$ cat src/rtl/sync_down_counter_pkg.sv
// Shared constants and helpers for the sync_down_counter block.
package sync_down_counter_pkg;

  localparam int unsigned DEFAULT_WIDTH = 4;
  localparam logic [31:0] RESET_VALUE   = 32'h0000_0000;

  // Value the counter reaches one edge after leaving zero, for a given width.
  function automatic logic [31:0] all_ones(input int unsigned width);
    if (width >= 32)
      return 32'hFFFF_FFFF;
    else
      return (32'd1 << width) - 32'd1;
  endfunction

endpackage

$ cat src/rtl/sync_down_counter_t_flip_flop.sv
// T flip-flop used as one bit slice of the structural down counter.
module t_flip_flop (
  input  logic clk,
  input  logic rst,
  input  logic t,
  output logic q
);

  always_ff @(posedge clk or negedge rst) begin
    if (!rst)
      q <= 1'b0;
    else if (t)
      q <= ~q;
  end

endmodule

$ cat src/rtl/sync_down_counter.sv
// Free-running WIDTH-bit synchronous down counter with async active-low reset.
// Define SYNC_DOWN_COUNTER_STRUCTURAL_EN to build it from a T flip-flop borrow chain.
module sync_down_counter
  import sync_down_counter_pkg::*;
#(
  parameter int WIDTH = DEFAULT_WIDTH
) (
  input  logic             clk,
  input  logic             rst,
  output logic [WIDTH-1:0] out
);

  if (WIDTH < 1 || WIDTH > 32) begin : g_bad_width
    $error("sync_down_counter: WIDTH must be in 1..32");
  end

`ifdef SYNC_DOWN_COUNTER_STRUCTURAL_EN

  // A bit toggles only when every lower bit is zero, i.e. a borrow reaches it.
  logic [WIDTH-1:0] borrow;

  for (genvar i = 0; i < WIDTH; i++) begin : g_bit
    if (i == 0) begin : g_lsb
      assign borrow[i] = 1'b1;
    end else begin : g_upper
      assign borrow[i] = borrow[i-1] & ~out[i-1];
    end

    t_flip_flop u_tff (
      .clk (clk),
      .rst (rst),
      .t   (borrow[i]),
      .q   (out[i])
    );
  end

`else

  localparam logic [WIDTH-1:0] RST_VAL = RESET_VALUE[WIDTH-1:0];
  localparam logic [WIDTH-1:0] ONE     = WIDTH'(1);

  always_ff @(posedge clk or negedge rst) begin
    if (!rst)
      out <= RST_VAL;
    else
      out <= out - ONE;
  end

`endif

endmodule

$ cat config.mk
export PLATFORM = sky130hd
export DESIGN_NAME = sync_down_counter
export DESIGN_NICKNAME = d
export VERILOG_FILES = /design/src/rtl/sync_down_counter_pkg.sv /design/src/rtl/sync_down_counter_t_flip_flop.sv /design/src/rtl/sync_down_counter.sv
export SDC_FILE = /design/constraint.sdc
export NUM_CORES = 1
export LEC_CHECK = 0
export ABC_CLOCK_PERIOD_IN_PS = 900
export CORE_AREA = 2 2 39 41
export CTS_CLUSTER_SIZE = 30
export DETAILED_ROUTE_END_ITERATION = 10
export DIE_AREA = 0 0 41 43
export SLEW_MARGIN = 20
export SYNTH_ARGS = -nofsm -noshare
export SYNTH_HDL_FRONTEND = slang
export SYNTH_SLANG_ARGS = --single-unit
$ cat constraint.sdc
create_clock -name clk -period 0.9 [get_ports clk]
set_input_delay 0.18 -clock clk [delete_from_list [all_inputs] [get_ports clk]]
set_output_delay 0.18 -clock clk [all_outputs]
set_load 0.02 [all_outputs]
Figure 1. Metal layers overlaid (run 1).
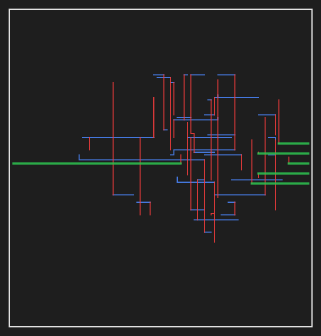
[met2] red | wire length: 198 um
[met1] blue | wire length: 120 um
[met3] green | wire length: 50.7 um
drt wl/cell: 8.98 um
vias: 126
drt total wl: 368 um

Figure 2. M2 wires (run 1).
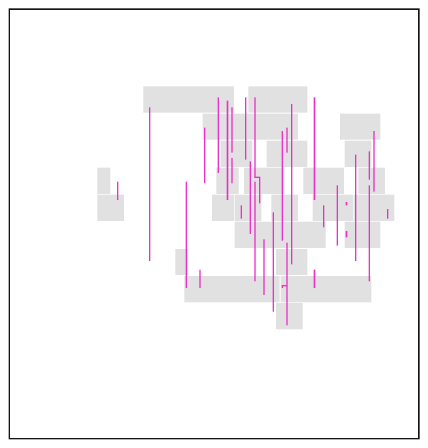
main direction: vertical
nets with wire on the layer: 27
longest straight run: 16.0 um
share of all routed wire: 54%
grt met2 use: 8.13%

==> results_dict.tcl, run 1 <==
# flow metrics
set metrics [dict create \
    period_used_pct 107 \
    post_cts_buffers 1 \
    maxClockFrequency_mhz 1030 \
    clk_latency_ns 0.24 \
    num_antenna_cells 0 \
    hold_slack_ns 0.143 \
    ios 6 \
    ys_top_cells_by_count "4 x dfrtp_1, 3 x inv_1, 2 x xor2_1" \
    post_cts_resize_count 26 \
    die_h_um 43 \
    dpl_worst_slack_ns -0.224 \
    top_area_share_pct 66.1 \
    cts_tree "yes" \
    netlist_area_um2 151 \
    setup_viol 7 \
    drive_gt1_share_pct 76.0 \
    worstPathCellList "buf_6" \
    crit_end "out[1]" \
    seq_area_um2 103 \
    inverters 3 \
    irDropWorstVdd_mv 0.586 \
    grtUsageTotal_pct 5.73 \
    relSlewSlack_pct 87.5 \
    crit_fanout 2 \
    holdBufCountCts 0 \
    ys_sh_mux_pct 0 \
    cts_sinks 4 \
    worst_slack_ns -0.0663 \
    drv_slew 0 \
    ys_types 5 \
    status "complete, but fails checks" \
    grt-ovfl-total 0 \
    synth_area_per_cell_um2 13.8 \
    tightest_slew_ns 0.187 \
    nClkBuffers 4 \
    antenna_left 0 \
    ys_sh_xor_pct 11.6 \
    clk_pin_slew_ns 0.04 \
    tool_warnings 28 \
    logic_family "XOR/XNOR gates" \
    final_util_pct 23.4 \
    synthesis.nets 14 \
    top_register "out" \
    ys_seq_share_pct 66.1 \
    violations "negative setup slack" \
    n_fill_cell 157 \
    adder_share_pct 8.26 \
    dp_cells 36 \
    synth.most_common_cell "dfrtp_1" \
]
Figure 3. Routed clock nets over the placement (run 1).
The bar under the picture is 10 um long.
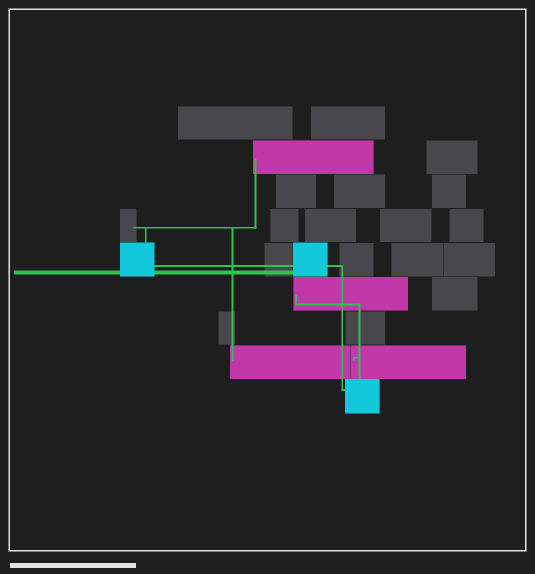
[clock wires] green | length: 94.3 um
[cells driving clock nets] cyan | count: 3
[flip-flops] magenta | count: 4
routed clock nets: 4

Figure 4. I/O nets highlighted (run 1).
The bar under the picture is 10 um long.
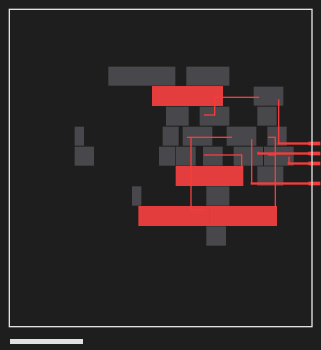
[`out`] red | bits: 4 | direction: output | end cells: 4 | buffers: 4 | wire: 80.7 um

## run 1: cell usage in the layout, fill, tap and decap left out
master           n
buf_4            3
clkbuf_1         1
dfrtp_2          2
buf_6            6
xor2_1           2
clkdlybuf4s50_1  1
dfrtp_1          2
clkbuf_4         3
inv_2            1
ha_4             1
nor3_4           1
inv_4            2
## run 1: metal layers
layer | up-vias | global-route usage, % | share of wire (%)
met5 | - | 0 | 0
met4 | 0 | 4.00 | 0
met3 | 0 | 7.85 | 14
met2 | 6 | 8.13 | 54
met1 | 61 | 3.24 | 33
li1 | 59 | - | -
## run 1: power by group
group          leakage, nW  internal (mW)  switching (mW)
combinational       0.0977        0.00386         0.00330
sequential          0.0349          0.181               0
clock               0.0150          0.167          0.0809
total                0.148          0.351          0.0842
==> run 2, diff against run 1 <==
--- a/config.mk
+++ b/config.mk
@@ -10,6 +10,7 @@
 export CTS_CLUSTER_SIZE = 30
 export DETAILED_ROUTE_END_ITERATION = 10
 export DIE_AREA = 0 0 41 43
+export GPL_TIMING_DRIVEN = 0
 export SLEW_MARGIN = 20
 export SYNTH_ARGS = -nofsm -noshare
 export SYNTH_HDL_FRONTEND = slang
Figure 5. Metal 3 (run 2).
The bar under the picture is 10 um long.
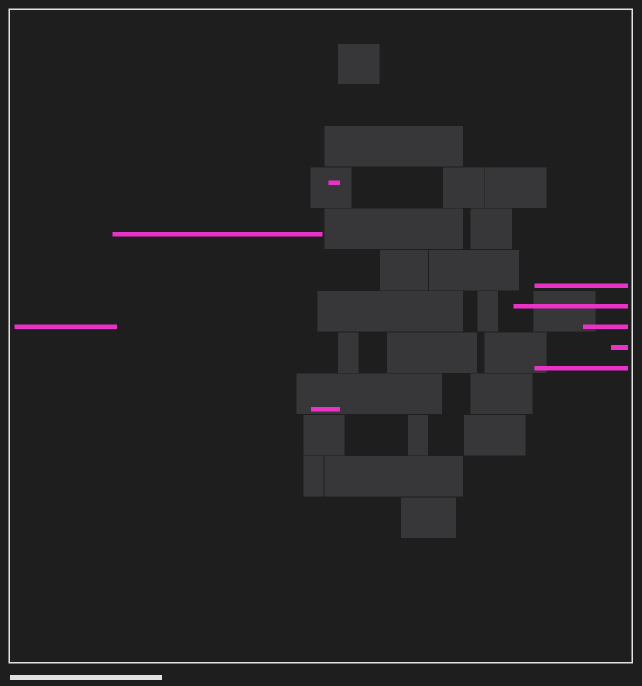
main direction: horizontal
nets with wire on the layer: 7
vias: 122
met3 Track Usage GR: 4.71%
drt total wl: 341 um

==> results_dict.tcl, run 2 <==
# flow metrics
set metrics [dict create \
    ios 6 \
    grt-ovfl-total 0 \
    ys_types 5 \
    p_comb_share_pct 1.6 \
    top_register "out" \
    seq_area_um2 103 \
    synthesis.nets 14 \
    n_fill_cell 153 \
    dpl_worst_slack_ns -0.295 \
    most-common-layout-cells "5 x buf_6, 3 x clkbuf_4" \
    inverters 3 \
    tightest_slew_ns 0.183 \
    nClkBuffers 4 \
    holdBufCountCts 0 \
    setup_viol 5 \
    hold_slack_ns 0.144 \
    synth_area_per_cell_um2 13.8 \
    comb_power_mw 0.00707 \
    cts_tree "yes" \
    clk_pin_slew_ns 0.04 \
    die_h_um 43 \
    pwr-share-clk_pct 56.6 \
    violations "negative setup slack" \
    worst_slack_ns -0.0869 \
    power.internal_mw 0.351 \
    p_clk_mw 0.245 \
    synth.most_common_cell "dfrtp_1" \
    cts_sinks 4 \
    status "complete, but fails checks" \
    switching_share_pct 18.9 \
    netlist_area_um2 151 \
    irDropWorstVdd_mv 0.276 \
    worstPathCellList "buf_6" \
    crit_fanout 3 \
    relSlewSlack_pct 87.8 \
    seq-power_mw 0.181 \
    power.switching_mw 0.0817 \
    clk_latency_ns 0.24 \
    top_area_share_pct 66.1 \
    final_common_cell "buf_6" \
    ys_top_cells_by_count "4 x dfrtp_1, 3 x inv_1, 2 x xor2_1" \
    maxPowerGroup "the clock network" \
    antenna_left 0 \
]
Figure 6. M2 wires (run 2).
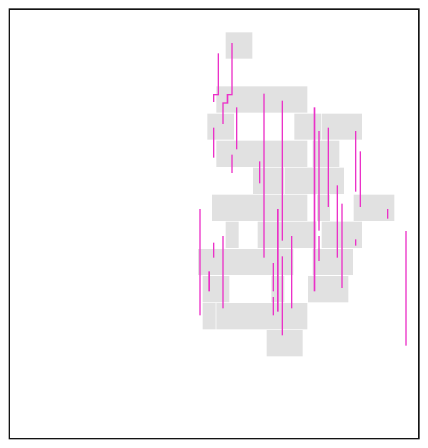
nets with wire on the layer: 24
longest straight run: 18.4 um

-- run 2: logic make-up (layout without fill, tap and decap cells) --
kind of cell  count (synthesis)  in the layout  share of synthesized area, %
flops                         4              4                          66.1
buf+inv                       3             15                          7.44
xor+xnor                      2              2                          11.6
fa+ha+maj                     1              1                          8.26
simple gates                  1              1                          6.61
-- run 2: repair_timing --
item | 4_1_cts | 5_1_grt
resized | 24 | 3
buffers inserted | 3 | 0
pin swaps | 3 | 4
cloned | 0 | 0
setup endpoints to repair | 4 | 6
-- run 2: routing by layer --
metal,wire length (um),share of wire [%],vias to the layer above,global-route usage (%)
met5,0,0,-,0
met4,21,6.2,0,8.00
met3,44,13,4,4.71
met2,183,54,8,8.44
met1,92,27,56,3.24
li1,-,-,54,-
Power figures rest on the tool's default switching activity, not on a simulated workload.
